## src/rtl/fifo_pkg.sv

```systemverilog
// rtl/fifo_pkg.sv - shared async FIFO pointer constants and Gray/binary helpers
package fifo_pkg;

  localparam int ADDRBITS = 8;
  localparam int PTRW     = ADDRBITS + 1;
  localparam int FUNCW    = 32;

  typedef logic [FUNCW-1:0] word_t;

  // Callers zero-extend narrower pointers; the upper result bits stay zero.
  function automatic word_t bin2gray(input word_t bin);
    return bin ^ (bin >> 1);
  endfunction

  function automatic word_t gray2bin(input word_t gray);
    word_t bin;
    bin = gray;
    for (int s = 1; s < FUNCW; s = s * 2) begin
      bin = bin ^ (bin >> s);
    end
    return bin;
  endfunction

endpackage

```

## src/rtl/gray_to_bin.sv

```systemverilog
// rtl/gray_to_bin.sv - combinational Gray to binary converter (XOR prefix chain)
module gray_to_bin
  import fifo_pkg::*;
#(
  parameter int W = PTRW
) (
  input  logic [W-1:0] gray,
  output logic [W-1:0] bin
);

  logic acc;

  always_comb begin
    bin = '0;
    acc = 1'b0;
    for (int i = W - 1; i >= 0; i--) begin
      acc    = acc ^ gray[i];
      bin[i] = acc;
    end
  end

endmodule

```

## src/rtl/read_ptr_empty.sv

```systemverilog
// rtl/read_ptr_empty.sv - read-domain pointer, empty/almost-empty, occupancy and underflow
module read_ptr_empty
  import fifo_pkg::*;
#(
  parameter int addrbits  = ADDRBITS,
  parameter int ae_thresh = 4
) (
  input  logic                clk_in,
  input  logic                rst,
  input  logic                flush,
  input  logic                rd_en,
  input  logic [addrbits:0]   sync_wrptr,
  output logic [addrbits-1:0] rdaddr,
  output logic [addrbits:0]   rdptr,
  output logic                empty,
  output logic                almost_empty,
  output logic [addrbits:0]   rd_count,
  output logic                underflow
);

  localparam int PW = addrbits + 1;

  logic [PW-1:0] rbin;
  logic [PW-1:0] rbin_next;
  logic [PW-1:0] rgray_next;
  logic [PW-1:0] wbin;
  logic [PW-1:0] count_next;
  logic          rd_fire;
  logic          empty_next;
  logic          ae_next;
  word_t         gray_w;

  gray_to_bin #(.W(PW)) u_wr_g2b (
    .gray (sync_wrptr),
    .bin  (wbin)
  );

  // Compare in the full function width so the zero upper bits are checked too.
  always_comb begin
    rd_fire    = rd_en & ~empty;
    rbin_next  = rbin + {{addrbits{1'b0}}, rd_fire};
    gray_w     = bin2gray(word_t'(rbin_next));
    rgray_next = gray_w[PW-1:0];
    empty_next = (gray_w == word_t'(sync_wrptr));
    count_next = wbin - rbin_next;
    ae_next    = (word_t'(count_next) <= word_t'(ae_thresh));
  end

  always_ff @(posedge clk_in or negedge rst) begin
    if (!rst) begin
      rbin         <= '0;
      rdptr        <= '0;
      empty        <= 1'b1;
      almost_empty <= 1'b1;
      rd_count     <= '0;
      underflow    <= 1'b0;
    end else if (flush) begin
      rbin         <= '0;
      rdptr        <= '0;
      empty        <= 1'b1;
      almost_empty <= 1'b1;
      rd_count     <= '0;
      underflow    <= 1'b0;
    end else begin
      rbin         <= rbin_next;
      rdptr        <= rgray_next;
      empty        <= empty_next;
      almost_empty <= ae_next;
      rd_count     <= count_next;
      underflow    <= rd_en & empty;
    end
  end

  assign rdaddr = rbin[addrbits-1:0];

endmodule

```

## config.mk

```make
export PLATFORM = sky130hd
export DESIGN_NAME = read_ptr_empty
export DESIGN_NICKNAME = d
export VERILOG_FILES = /design/src/rtl/fifo_pkg.sv /design/src/rtl/gray_to_bin.sv /design/src/rtl/read_ptr_empty.sv
export SDC_FILE = /design/constraint.sdc
export NUM_CORES = 1
export LEC_CHECK = 0
export CAP_MARGIN = 25
export CORE_ASPECT_RATIO = 1.5
export CORE_MARGIN = 8
export CORE_UTILIZATION = 30
export CTS_BUF_LIST = sky130_fd_sc_hd__clkbuf_8
export DETAILED_ROUTE_END_ITERATION = 12
export PLACE_DENSITY_LB_ADDON = 0.25
export RECOVER_POWER = 100
export SYNTH_ARGS = -nofsm -noshare
export SYNTH_HDL_FRONTEND = slang
export SYNTH_SLANG_ARGS = --single-unit
```

## constraint.sdc

```tcl
create_clock -name clk_in -period 3.1 [get_ports clk_in]
set_input_delay 0.93 -clock clk_in [delete_from_list [all_inputs] [get_ports clk_in]]
set_output_delay 0.93 -clock clk_in [all_outputs]
set_load 0.05 [all_outputs]
```

==> flow_metrics.py, run 1 <==
# Generated from Yosys and OpenROAD reports
metrics = {
    "critical_path": {
        "most_numerous_cell_on_the_critical_path": "sky130_fd_sc_hd__buf_4",
        "cp_data_required_time_ps": 3250,
        "crit_buf_inv": 5,
        "critical_path.slowest_cell": "sky130_fd_sc_hd__xor3_2",
        "timing.critical_path.from_type": "input port",
        "largest_driver_fanout_on_the_critical_path": 3,
        "critical_path.endpoint": "rd_count[7]",
        "criticalPathCategory": "input port to flop",
        "worstSetupPathDepth": 16,
        "timing.critical_path.arrival_ps": 4120,
        "crit_chain": "buf_6, xor3_2, xor2_4, xnor2_2, xor2_2, xnor3_2, buf_4, buf_4, ha_1, nor2b_2, o31a_1, o211ai_1, xor2_1, buf_4, buf_4, nor2_1",
        "critical_path.endpoint_type": "flop",
        "cp_slowest_stage_delay_ps": 490,
        "reg_to_reg_end": "rd_count[7]",
        "critPathLaunch": "sync_wrptr[6]",
        "ff2ff_setup_slack_ps": 400,
        "timing.rr.start": "empty",
    },
    "layout": {
        "fillers": 565,
        "finish.net_count": 290,
        "layout.comb_gates.multi_input": 132,
        "clkbuf_count": 5,
        "largest_class": "logic gates",
        "layout.cells.most_common_list": "sky130_fd_sc_hd__buf_4 (48), sky130_fd_sc_hd__clkdlybuf4s50_1 (36), sky130_fd_sc_hd__nor2_1 (27), sky130_fd_sc_hd__dfrtp_1 (27), sky130_fd_sc_hd__xnor2_1 (19)",
        "stdcell_area_um2": 2810,
        "layout.area.comb_um2": 1090,
        "final_common_cell": "sky130_fd_sc_hd__buf_4",
        "final_layout_size_suffix_gt1_share_pct": 32.6,
        "n_sequential_cell": 29,
        "clockNetworkAreaShare_pct": 2.94,
        "num-nonclk-inverters": 6,
        "num-nonclk-buffers": 92,
        "stdcell_count": 339,
        "share_of_cell_area_taken_by_multi_input_logic_gates_pct": 38.7,
        "seq_area_um2": 728,
        "ant_diodes": 0,
        "area_delta_synth_final_pct": 59.3,
        "sequential_share_of_cell_area_pct": 25.9,
        "postLayoutCoreUtil_pct": 48.9,
    },
    "detailed_routing": {
        "detail_route.vias_per_cell": 4.42,
        "detail_route.wirelength_mm": 4.23,
        "detailedRoute.firstPassIterationCount": 4,
        "drc": 0,
        "routed_wire_length_per_instance_um": 12.5,
        "drt_iter0_markers": 56,
        "vias": 1498,
        "postRouteAntennaNets": 0,
    },
    "clock_network": {
        "cts_root_buf": "sky130_fd_sc_hd__clkbuf_8",
        "cts_inserted_buffers": 5,
        "cts.clk_slew.worst_paths_ps": 60,
        "cts.sink_count": 29,
        "postCtsHoldBufs": 0,
        "ctsLongestPathBuffers": 2,
        "ctsResizeCount": 24,
        "clock.latency.late_pin_ps": 280,
        "cts_tree": "done",
        "cts_post_setup_buffers_inserted": 5,
    },
    "hold_path": {
        "min-delay-path-class": "flop to flop",
        "timing.hold.worst_path_depth": 2,
        "whs_endpoint": "underflow",
        "holdCritStartpoint": "empty",
    },
    "sta": {
        "finalClockPeriodUsage_pct": 128,
        "timing_max_transition_violations_final": 29,
        "final_hold_violation_count": 0,
        "worst_slew_margin_pct": -0.422,
        "post-route-worst-setup-slack_ps": -867,
        "final-setup-viol-count": 9,
        "fin_tns_setup_ps": -5960,
        "period_needed_ps": 3970,
        "holdWs_ps": 489,
        "rsz0062_at_grt": "true",
        "achievable_frequency_ghz": 0.252,
        "clock_skew_ps": 4.36,
    },
    "logic_synthesis": {
        "adder_share_pct": 8.23,
        "synthSimpleGateAreaFrac_pct": 15.0,
        "syn_area_per_cell_um2": 10.3,
        "yosys_cells": 171,
        "post_synth_inst_count": 171,
        "synth_chip_area_um2": 1760,
        "yosys_register_bits": 29,
        "async_set_or_reset_register_ratio_after_synthesis_pct": 100,
        "synth-warning-count": 0,
        "muxShareOfSynthArea_pct": 1.14,
        "yosys.cell_types.count": 39,
        "syn-num-nets": 195,
        "post_synth_seq_share_pct": 41.3,
        "ff_type": "sky130_fd_sc_hd__dfrtp_1",
        "topCombFamilyByArea": "XOR/XNOR gates",
    },
    "power": {
        "ir_drop_v": 0.000247,
        "power_frac_seq_pct": 27.3,
        "leakage_nw": 1.27,
        "power.combinational.total_mw": 0.864,
        "intPower_mw": 0.995,
        "clock_group_power_mw": 0.290,
        "p_sw_share_pct": 37.3,
        "share_comb_of_total_power_pct": 54.4,
        "power_switching_mw": 0.592,
        "finalPower_mw": 1.59,
        "power_top_consumer": "combinational logic",
        "seq_power_mw": 0.433,
        "power-per-cell-area_nw_per_um2": 565,
    },
    "place": {
        "place.gp.congestion": 0.786,
        "placement.io_buffers": 41,
        "dp_hpwl_mm": 3.33,
    },
    "job": {
        "max_cap_viol_count": 1,
        "stage_log_warnings": 29,
    },
    "global_routing": {
        "number_of_global_route_vias_before_repair": 1496,
        "grt_first_pass_wirelength_mm": 6.89,
        "antenna_found_initial": 0,
        "grt_max_degree": 30,
        "grtUsageTotal_pct": 10.2,
        "globalRouteOverflowTotal": 0,
    },
    "floorplan": {
        "floorplanUtilization_pct": 30.7,
        "die_h_um": 110,
        "placementRows": 34,
        "chip_area_um2": 8640,
        "num_tap_cells": 72,
        "overall_die_width_um": 78.6,
        "floorplan.core_area_um2": 5740,
        "design.portCount": 42,
    },
    "status": {
        "failed_checks": "capacitance limit, slew limit, setup timing",
        "outcome": "finished, violations left",
    },
}
run 1: routing by layer:
layer	share of wire, %	vias to the layer above	routed length, µm	GRT usage [%]
li1	-	760	-	-
met1	36	701	1530	9.90
met2	57	28	2400	20.0
met3	4.1	9	173	1.64
met4	3.0	0	126	5.59
met5	0	-	0	0
run 1: synthesized netlist by cell type, drive strengths merged (2+ instances only):
cell type  number  share of area [%]
nor2           29                6.2
dfrtp          27                 38
xnor2          22                 11
xor2           14                7.8
ha             10                7.1
inv             6                1.3
nand2           6                1.3
a21oi           5                1.4
nor3            5                1.4
nand3           4                1.1
nor2b           4                1.4
o21ai           4                1.1
clkbuf          3               0.64
nand2b          3                1.1
o21a            3                1.3
and4            2               0.99
dfstp           2                3.0
mux2i           2                1.1
nor3b           2               0.85
xnor3           2                2.8
### Sequential cells coloured by netlist name, run 1

Scale bar: 20 µm.
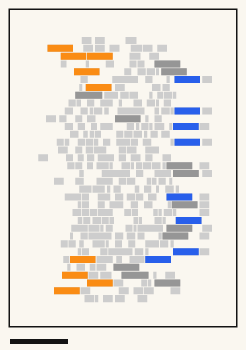
[rdptr] blue | placed flops: 8
[rd_count] orange | placed flops: 9
not coloured: 12

### Placed cells, one colour a class, run 1

Scale bar: 20 µm.
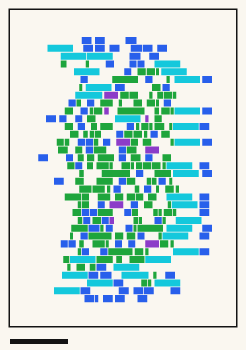
[all other logic] green | cells: 138 | share of their area: 41%
[flip-flops] cyan | cells: 29 | share of their area: 27%
[other buffers and delay cells] blue | cells: 92 | share of their area: 29%
[clock drivers and dummy loads] purple | cells: 8 | share of their area: 3.0%

### Sizing map, run 1

Scale bar: 20 µm.
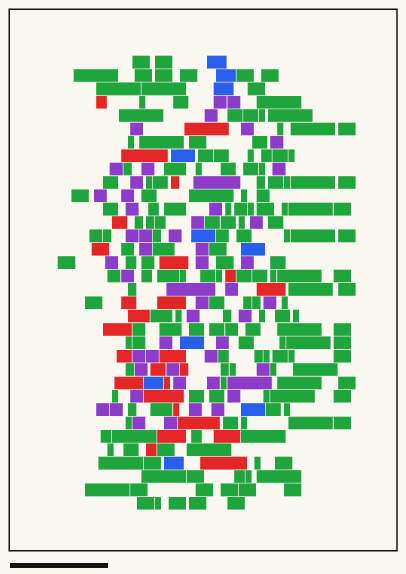
[drive 2] red | cells: 26
[drive 1 or less] green | cells: 180
[drive 3 to 4] purple | cells: 51
[drive 6 and up] blue | cells: 10

### Selected gate families, run 1

Scale bar: 20 µm.
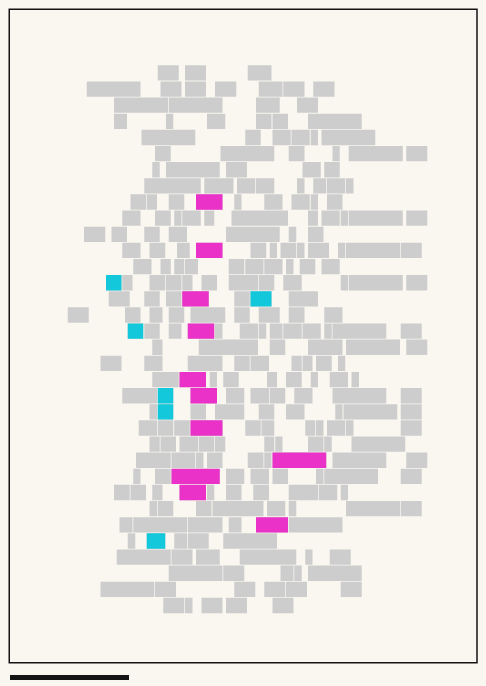

==> run 2: changes to the inputs <==
- CORE_UTILIZATION: 30 -> 46
- GPL_TIMING_DRIVEN: default -> 0
### Selected gate families, run 2

Scale bar: 20 µm.
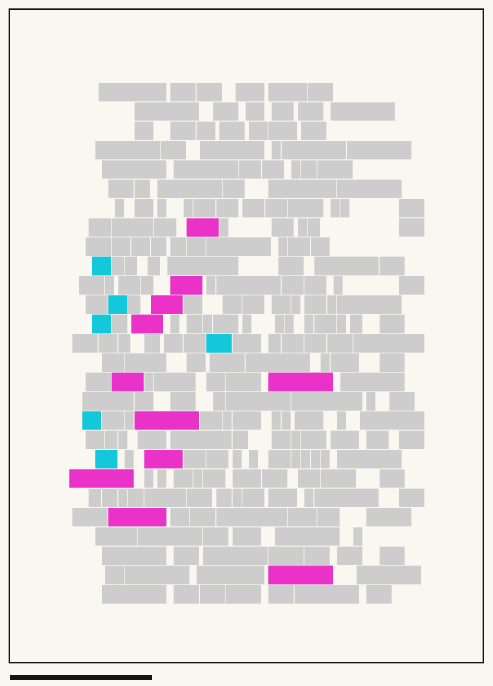
[AND-OR and OR-AND gates] cyan | cells: 6 | most used: o21a_1 | where: left middle
[adder and majority cells] magenta | cells: 11 | most used: ha_1
most common logic cell in the routed design: sky130_fd_sc_hd__dlygate4sd3_1
post-route non-filler standard cell count: 289
share of cell area taken by multi-input logic gates: 43.8%

==> run 2 against run 1 <==
The flow finishes with violations (setup timing). Register-to-register slack worse by 240 ps. Die size fell by 29%. Sequential cell count stayed put. Power down 1.7%. Cell count down 15%. Final area shrank 1.7%. Worst hold slack better by 33 ps. Worst setup slack worse by 33 ps. Fmax decreased by 0.83%. Sequential power barely moved. Critical path type unchanged. Wire length rose by 18%. Area after synthesis did not move.
==> flow_metrics.py, run 2 <==
# Generated from Yosys and OpenROAD reports
metrics = {
    "status": {
        "outcome": "finished, violations left",
        "failed_checks": "setup timing",
    },
    "global_routing": {
        "number_of_global_route_vias_before_repair": 1578,
        "grt_first_pass_wirelength_mm": 7.13,
        "grt_use_met3_pct": 2.44,
        "globalRouteOverflowTotal": 0,
        "grtUsageTotal_pct": 14.9,
        "grt-busiest-layer": "met2",
        "groute.layer.met1.usage_pct": 14.4,
        "grt_max_degree": 22,
        "antenna_found_initial": 0,
    },
    "critical_path": {
        "most_numerous_cell_on_the_critical_path": "sky130_fd_sc_hd__xnor2_2",
        "cp_data_required_time_ps": 3310,
        "timing.critical_path.from_type": "input port",
        "cp_slowest_stage_delay_ps": 470,
        "critical_path.endpoint_type": "flop",
        "crit_buf_inv": 2,
        "crit_chain": "buf_8, xor3_2, xor2_4, xnor2_2, xor2_2, xnor3_2, xnor2_2, ha_2, inv_2, fa_2, a211oi_4, o21bai_1, a21oi_1, xor2_1, a41oi_2, nor3_2",
        "criticalPathCategory": "input port to flop",
        "timing.critical_path.arrival_ps": 4210,
        "largest_driver_fanout_on_the_critical_path": 2,
        "critical_path.slowest_cell": "sky130_fd_sc_hd__xor3_2",
        "critPathTopFamily": "XOR/XNOR gates",
    },
    "layout": {
        "finish.net_count": 269,
        "layout.area.comb_um2": 1210,
        "sequential_share_of_cell_area_pct": 26.4,
        "largest_class": "logic gates",
        "clkbuf_count": 6,
        "regs_by_ff_count": "rbin (9), rd_count (9), rdptr (8)",
        "layout.cells.most_common_list": "sky130_fd_sc_hd__dlygate4sd3_1 (30), sky130_fd_sc_hd__nor2_1 (27), sky130_fd_sc_hd__dfrtp_1 (27)",
        "clockNetworkAreaShare_pct": 3.26,
        "num-nonclk-inverters": 6,
        "num-nonclk-buffers": 71,
        "layout.comb_gates.multi_input": 132,
        "seq_area_um2": 728,
        "n_sequential_cell": 29,
        "final_layout_size_suffix_gt1_share_pct": 28.0,
        "ant_diodes": 0,
        "area_delta_synth_final_pct": 56.6,
        "fillers": 246,
        "stdcell_area_um2": 2760,
    },
    "detailed_routing": {
        "detail_route.wirelength_mm": 4.97,
        "vias": 1544,
        "met3WireLength_um": 144,
        "drc": 0,
        "dr_wl_met2_mm": 2.97,
        "detail_route.vias_per_cell": 5.34,
        "met1Wirelength_mm": 1.68,
        "postRouteAntennaNets": 0,
        "top_signal_layer_used": "met4",
        "drt_iter0_markers": 30,
        "detailedRoute.firstPassIterationCount": 4,
    },
    "sta": {
        "clock_skew_ps": 8.33,
        "final-setup-viol-count": 9,
        "timing_max_transition_violations_final": 0,
        "post-route-worst-setup-slack_ps": -901,
        "worst-slew-pin-transition_ps": 1120,
        "period_needed_ps": 4000,
        "finalClockPeriodUsage_pct": 129,
        "final_hold_violation_count": 0,
        "achievable_frequency_ghz": 0.250,
        "worst_slew_margin_pct": 25.4,
        "holdWs_ps": 522,
        "fin_tns_setup_ps": -5580,
        "rsz0062_at_grt": "true",
    },
    "power": {
        "power_switching_mw": 0.606,
        "power.combinational.total_mw": 0.807,
        "clock_group_power_mw": 0.317,
        "ir_drop_v": 0.000458,
        "power-per-cell-area_nw_per_um2": 564,
        "intPower_mw": 0.953,
        "clkPwrFrac_pct": 20.3,
        "power_frac_seq_pct": 27.9,
        "p_sw_share_pct": 38.9,
        "leakage_nw": 1.28,
        "power_top_consumer": "combinational logic",
        "finalPower_mw": 1.56,
        "share_comb_of_total_power_pct": 51.8,
        "seq_power_mw": 0.435,
    },
    "place": {
        "dp_hpwl_mm": 3.26,
        "placement.io_buffers": 41,
        "dp_worst_slack_ps": -1790,
        "dp.cells": 256,
        "place.gp.congestion": 0.814,
        "placedInstanceArea_um2": 2270,
    },
    "clock_network": {
        "cts_inserted_buffers": 5,
        "postCtsHoldBufs": 0,
        "ctsLongestPathBuffers": 2,
        "cts.clk_slew.worst_paths_ps": 70,
        "cts_post_setup_buffers_inserted": 13,
        "cts_tree": "done",
        "clock.latency.late_pin_ps": 290,
        "ctsHtreeMaxLevel": 2,
        "ctsResizeCount": 35,
        "cts_root_buf": "sky130_fd_sc_hd__clkbuf_8",
        "cts.sink_count": 29,
    },
    "logic_synthesis": {
        "yosys_register_bits": 29,
        "ff_type": "sky130_fd_sc_hd__dfrtp_1",
        "synth-warning-count": 0,
        "post_synth_instance_area_um2": 1760,
        "post_synth_inst_count": 171,
        "synthMostInstantiatedCell": "sky130_fd_sc_hd__nor2_1",
        "post_synth_seq_share_pct": 41.3,
        "synth-edff-count": 0,
        "synth_chip_area_um2": 1760,
        "syn-num-nets": 195,
        "synth.cells.most_frequent": "sky130_fd_sc_hd__nor2_1 (29), sky130_fd_sc_hd__dfrtp_1 (27), sky130_fd_sc_hd__xnor2_1 (21)",
        "async_set_or_reset_register_ratio_after_synthesis_pct": 100,
        "synth.top_cells.by_area": "sky130_fd_sc_hd__dfrtp_1 (38%), sky130_fd_sc_hd__xnor2_1 (10%), sky130_fd_sc_hd__ha_1 (7.1%), sky130_fd_sc_hd__nor2_1 (6.2%), sky130_fd_sc_hd__xor2_1 (6.0%)",
        "synth_largest_type_area_fraction_pct": 38.3,
        "synthDominantAreaCellType": "sky130_fd_sc_hd__dfrtp_1",
        "yosys_cells": 171,
        "syn_area_per_cell_um2": 10.3,
        "yosys.cell_types.count": 39,
    },
    "job": {
        "stage_log_warnings": 29,
        "max_cap_viol_count": 0,
    },
    "floorplan": {
        "overall_die_width_um": 66.5,
        "die_h_um": 91.8,
        "floorplan.core_area_um2": 3680,
        "floorplanUtilization_pct": 47.9,
        "design.portCount": 42,
        "chip_area_um2": 6110,
        "num_tap_cells": 43,
        "placementRows": 27,
    },
    "hold_path": {
        "min-delay-path-class": "flop to flop",
    },
}
### Routing congestion map, run 2

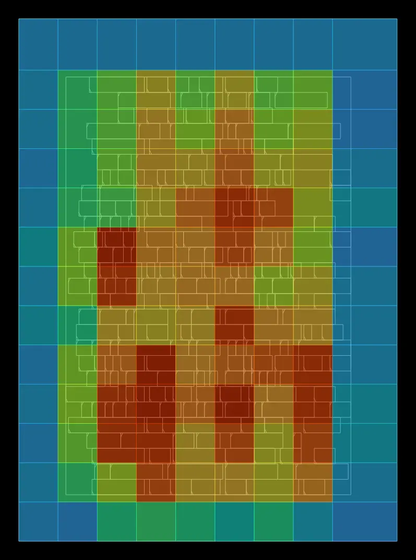
routed len/inst: 17.2 µm
global-route track usage on met2: 28.0%
fin util: 75.0%

[run 2: cell counts after synthesis]
Identical to the previous run, type by type.
[run 2: path summary, 6_finish.rpt]
path,start,endpoint,slack [ps],depth (start not counted)
worst max-delay path,sync_wrptr[8],almost_empty,-900,16
worst min-delay path,empty,underflow,520,2
worst max register to register,empty,almost_empty,160,11
worst min register to register,empty,underflow,520,2
max in group asynchronous,rst,rdptr[6],750,2
min in group asynchronous,rst,underflow,990,1
[run 2: cell families after synthesis]
logic type,after synthesis,share of synthesized area (%)
compound gates,23,8.66
buf+inv,10,2.20
simple gates,57,15.0
fa+ha+maj,11,8.23
flops,29,41.3
xor+xnor,39,23.4
mux,2,1.14
Power figures rest on the tool's default switching activity, not on a simulated workload.
